## src/rtl/irq_ctrl16_if.sv

```systemverilog
// Request/mask/handshake bundle between an interrupt consumer and irq_ctrl16.
interface irq_ctrl16_if;
  logic        en;
  logic [15:0] req;
  logic        mask_we;
  logic [15:0] mask_wdata;
  logic        ack;
  logic        eoi;
  logic        irq;
  logic [3:0]  vec;
  logic        busy;
  logic        eo;
  logic [15:0] mask;
  logic [15:0] pending;

  modport master (
    output en, req, mask_we, mask_wdata, ack, eoi,
    input  irq, vec, busy, eo, mask, pending
  );

  modport slave (
    input  en, req, mask_we, mask_wdata, ack, eoi,
    output irq, vec, busy, eo, mask, pending
  );
endinterface

```

## src/rtl/irq_ctrl16.sv

```systemverilog
// Sixteen-line prioritized interrupt controller with irq/ack/eoi delivery.
// Define IRQ_EDGE_EN for edge-triggered capture; default build is level-sensitive.
module irq_ctrl16 #(
  parameter int unsigned SYNC_STAGES = 2
) (
  input  logic          clk,
  input  logic          rst,
  irq_ctrl16_if.slave   bus
);
  localparam int unsigned N  = 16;
  localparam int unsigned VW = 4;

  typedef enum logic [1:0] {IDLE, REQ, SERVICE} state_t;

  state_t          state;
  logic [N-1:0]    sync_q [SYNC_STAGES];
  logic [N-1:0]    s;
  logic [N-1:0]    pending_q;
  logic [N-1:0]    mask_q;
  logic [N-1:0]    cand;
  logic [VW-1:0]   win;
  logic [VW-1:0]   vec_q;
  logic            irq_q;
  logic            busy_q;

  // Per-bit synchronizer chain for the asynchronous request lines
  always_ff @(posedge clk or posedge rst) begin
    if (rst) begin
      for (int unsigned i = 0; i < SYNC_STAGES; i++) sync_q[i] <= '0;
    end else begin
      sync_q[0] <= bus.req;
      for (int unsigned i = 1; i < SYNC_STAGES; i++) sync_q[i] <= sync_q[i-1];
    end
  end

  assign s = sync_q[SYNC_STAGES-1];

`ifdef IRQ_EDGE_EN
  logic [N-1:0] s_d;
  logic [N-1:0] clr_c;

  // Ack clears the served bit; a coincident new edge on that bit still sets it
  assign clr_c = (state == REQ && bus.ack) ? (N'(1) << vec_q) : '0;

  always_ff @(posedge clk or posedge rst) begin
    if (rst) begin
      s_d       <= '0;
      pending_q <= '0;
    end else begin
      s_d       <= s;
      pending_q <= (pending_q & ~clr_c) | (s & ~s_d);
    end
  end
`else
  always_ff @(posedge clk or posedge rst) begin
    if (rst) pending_q <= '0;
    else     pending_q <= s;
  end
`endif

  always_ff @(posedge clk or posedge rst) begin
    if (rst)              mask_q <= '1;
    else if (bus.mask_we) mask_q <= bus.mask_wdata;
  end

  assign cand = pending_q & ~mask_q;

  // Highest set index wins
  always_comb begin
    win = '0;
    for (int unsigned i = 0; i < N; i++) begin
      if (cand[i]) win = VW'(i);
    end
  end

  // Delivery FSM; vec is latched only on IDLE->REQ so it stays stable in REQ
  always_ff @(posedge clk or posedge rst) begin
    if (rst) begin
      state  <= IDLE;
      vec_q  <= '0;
      irq_q  <= 1'b0;
      busy_q <= 1'b0;
    end else begin
      case (state)
        IDLE: begin
          if (bus.en && cand != '0) begin
            state <= REQ;
            vec_q <= win;
            irq_q <= 1'b1;
          end
        end
        REQ: begin
          if (bus.ack) begin
            state  <= SERVICE;
            irq_q  <= 1'b0;
            busy_q <= 1'b1;
          end else if (!bus.en) begin
            state <= IDLE;
            irq_q <= 1'b0;
          end
        end
        SERVICE: begin
          if (bus.eoi) begin
            state  <= IDLE;
            busy_q <= 1'b0;
          end
        end
        default: begin
          state  <= IDLE;
          irq_q  <= 1'b0;
          busy_q <= 1'b0;
        end
      endcase
    end
  end

  assign bus.irq     = irq_q;
  assign bus.vec     = vec_q;
  assign bus.busy    = busy_q;
  assign bus.mask    = mask_q;
  assign bus.pending = pending_q;
  assign bus.eo      = bus.en & (cand == '0);

endmodule
```

## src/flat_wrapper.sv

```systemverilog
// flat-port wrapper written by rule: the top's interface ports become plain ports
module irq_ctrl16_flat 
#(
  parameter int unsigned SYNC_STAGES = 2
)
  (clk, rst, bus_en, bus_req, bus_mask_we, bus_mask_wdata, bus_ack, bus_eoi, bus_irq, bus_vec, bus_busy, bus_eo, bus_mask, bus_pending);
  irq_ctrl16_if bus_i ();
  input  logic clk;
  input  logic rst;
  input wire logic [$bits(bus_i.en)-1:0] bus_en;
  input wire logic [$bits(bus_i.req)-1:0] bus_req;
  input wire logic [$bits(bus_i.mask_we)-1:0] bus_mask_we;
  input wire logic [$bits(bus_i.mask_wdata)-1:0] bus_mask_wdata;
  input wire logic [$bits(bus_i.ack)-1:0] bus_ack;
  input wire logic [$bits(bus_i.eoi)-1:0] bus_eoi;
  output wire logic [$bits(bus_i.irq)-1:0] bus_irq;
  output wire logic [$bits(bus_i.vec)-1:0] bus_vec;
  output wire logic [$bits(bus_i.busy)-1:0] bus_busy;
  output wire logic [$bits(bus_i.eo)-1:0] bus_eo;
  output wire logic [$bits(bus_i.mask)-1:0] bus_mask;
  output wire logic [$bits(bus_i.pending)-1:0] bus_pending;
  assign bus_i.en = bus_en;
  assign bus_i.req = bus_req;
  assign bus_i.mask_we = bus_mask_we;
  assign bus_i.mask_wdata = bus_mask_wdata;
  assign bus_i.ack = bus_ack;
  assign bus_i.eoi = bus_eoi;
  assign bus_irq = bus_i.irq;
  assign bus_vec = bus_i.vec;
  assign bus_busy = bus_i.busy;
  assign bus_eo = bus_i.eo;
  assign bus_mask = bus_i.mask;
  assign bus_pending = bus_i.pending;
  irq_ctrl16 #(.SYNC_STAGES(SYNC_STAGES)) u_core (.clk(clk), .rst(rst), .bus(bus_i));
endmodule
```

## config.mk

```make
export PLATFORM = sky130hd
export DESIGN_NAME = irq_ctrl16_flat
export DESIGN_NICKNAME = d
export VERILOG_FILES = /design/src/rtl/irq_ctrl16_if.sv /design/src/rtl/irq_ctrl16.sv /design/src/flat_wrapper.sv
export SDC_FILE = /design/constraint.sdc
export NUM_CORES = 1
export LEC_CHECK = 0
export ABC_AREA = 1
export CAP_MARGIN = 20
export CORE_ASPECT_RATIO = 0.5
export CORE_MARGIN = 4
export CORE_UTILIZATION = 49
export CTS_CLUSTER_DIAMETER = 50
export CTS_CLUSTER_SIZE = 24
export DETAILED_ROUTE_END_ITERATION = 8
export PLACE_DENSITY = 0.87
export SLEW_MARGIN = 20
export SYNTH_ARGS = -nofsm -noshare
export SYNTH_HDL_FRONTEND = slang
export SYNTH_SLANG_ARGS = --single-unit
```

## constraint.sdc

```tcl
create_clock -name clk -period 3.6 [get_ports clk]
set_input_delay 0.54 -clock clk [delete_from_list [all_inputs] [get_ports clk]]
set_output_delay 0.54 -clock clk [all_outputs]
set_load 0.02 [all_outputs]
```

==> flow_metrics.py, run 1 <==
# Auto-generated metrics
metrics = {
    "final_layout": {
        "comb_area_sq_um": 524,
        "logic_gate_count": 103,
        "layout-drive-gt1-share": 0.203,
        "comb_share": 0.152,
        "nets": 323,
        "flops": 72,
        "fin_cells": 356,
    },
    "critical_path": {
        "r2r_cells": 7,
        "crit_type": "flop to primary output",
        "worstReg2RegStart": "u_core.bus.mask[0]",
        "crit_path_end": "bus_eo",
        "cp_slowest_cell": "clkdlybuf4s50_1",
        "critPathLaunchType": "flop",
    },
    "pwr": {
        "seqPwrFrac": 0.506,
        "peakVddDrop_mv": 0.320,
        "p_leak_nw": 1.57,
    },
    "cts": {
        "cts_root_buffer": "clkbuf_8",
        "cts_hold_buffers": 0,
        "insertion_delay_ns": 0.35,
        "cts_setup_buffers": 0,
    },
    "drt": {
        "dr.first_iter.drc_count": 53,
    },
    "synth": {
        "synthSimpleGateAreaFrac": 0.150,
        "ys_cells": 199,
        "synth_flop_count": 72,
        "flop_cell": "dfrtp_1",
        "ys_area_sq_um": 2440,
        "post_synth_ao_oa_area_fraction": 0.0544,
    },
    "run_status": {
        "run_status": "completed",
    },
    "timing": {
        "setup_viol": 0,
        "hold_viol": 0,
        "relSlewSlack": 0.591,
        "clock_skew_ns": 0.00390,
        "hold_ws_ns": 0.349,
        "fin_setup_tns_ns": 0,
    },
    "floorplanning": {
        "tapCellCount": 66,
        "fp_util": 0.530,
        "std_cell_rows": 17,
        "ios": 77,
        "core_region_area_sq_um": 4590,
    },
    "hold_path": {
        "hp-start": "u_core.s[3]",
    },
    "placement": {
        "placed_area_sq_um": 3280,
    },
}
==> run_1/registers.png <==
Drawn at 4 px/um. Other sequential cells in the stronger grey, the rest of the logic in the fainter grey.
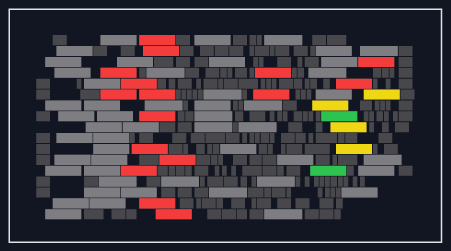
- `u_core.bus.pending`: red (sequential cells 16)
- `u_core.bus.vec`: yellow (sequential cells 4; where east)
- `u_core.state`: green (sequential cells 2)

==> run_1/cell_classes.png <==
Drawn at 6 px/um.
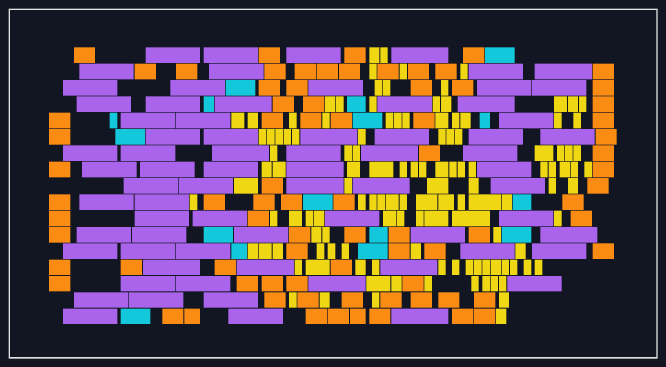
- flip-flops: purple (cells 72; share of their area 54%)
- all other logic: yellow (cells 124; share of their area 18%)
- other buffers and delay cells: orange (cells 78; share of their area 23%)
- clock drivers and dummy loads: cyan (cells 16; share of their area 5.1%)

==> run_1/met3.png <==
Drawn at 3 px/um.
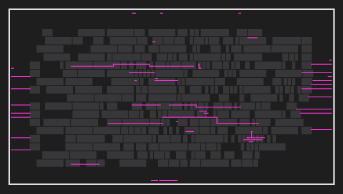
- main direction: horizontal
- share of all routed wire: 6.0%
- nets with wire on the layer: 33
- longest straight run: 18.2 um
WL final: 5240 um
met3 Usage GRT: 0.0768
via count: 1,661

==> run 2, diff against run 1 <==
--- a/config.mk
+++ b/config.mk
@@ -9,11 +9,11 @@
 export CAP_MARGIN = 20
 export CORE_ASPECT_RATIO = 0.5
 export CORE_MARGIN = 4
-export CORE_UTILIZATION = 49
+export CORE_UTILIZATION = 45
 export CTS_CLUSTER_DIAMETER = 50
 export CTS_CLUSTER_SIZE = 24
 export DETAILED_ROUTE_END_ITERATION = 8
-export PLACE_DENSITY = 0.87
+export PLACE_DENSITY = 0.81
 export SLEW_MARGIN = 20
 export SYNTH_ARGS = -nofsm -noshare
 export SYNTH_HDL_FRONTEND = slang
==> constraint.sdc (replaced) <==
create_clock -name clk -period 2.8 [get_ports clk]
set_input_delay 0.42 -clock clk [delete_from_list [all_inputs] [get_ports clk]]
set_output_delay 0.42 -clock clk [all_outputs]
set_load 0.02 [all_outputs]
==> run_2/drive_strength.png <==
Drawn at 4 px/um.
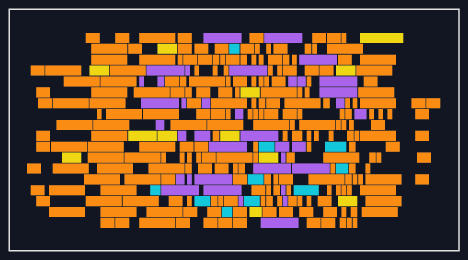
- drive 6 and up: yellow (cells 12)
- drive 1 or less: orange (cells 231)
- drive 3 to 4: cyan (cells 10)
- drive 2: purple (cells 37)

==> run 2 against run 1 <==
Critical path depth unchanged. Area after synthesis unchanged. Clock power up 46%. Register-to-register slack worse by 0.78 ns. Utilization down 6.2 points. Largest power group unchanged. Highest routed layer unchanged.
==> flow_metrics.py, run 2 <==
# Auto-generated metrics
metrics = {
    "drt": {
        "dr.first_iter.drc_count": 37,
    },
    "floorplanning": {
        "core_region_area_sq_um": 5070,
        "std_cell_rows": 18,
        "fp_util": 0.481,
        "ios": 77,
        "tapCellCount": 70,
    },
    "synth": {
        "synth_flop_count": 72,
        "synthSimpleGateAreaFrac": 0.150,
        "ys_cells": 199,
    },
    "timing": {
        "clock_skew_ns": 0.00785,
        "hold_ws_ns": 0.350,
        "fin_setup_tns_ns": 0,
        "setup_viol": 0,
        "relSlewSlack": 0.639,
    },
    "global_route": {
        "grt_use_met3": 0.0546,
    },
    "critical_path": {
        "critPathLaunchType": "flop",
        "crit_path_end": "bus_eo",
        "cp_slowest_cell": "clkdlybuf4s50_1",
    },
    "final_layout": {
        "comb_share": 0.150,
        "comb_area_sq_um": 524,
        "fin_cells": 360,
        "nets": 323,
        "flops": 72,
    },
    "pwr": {
        "p_leak_nw": 1.58,
        "peakVddDrop_mv": 0.427,
    },
    "cts": {
        "cts_setup_buffers": 0,
    },
    "run_status": {
        "run_status": "completed",
    },
    "placement": {
        "placed_area_sq_um": 3300,
    },
}
Power and IR drop assume default switching activity.
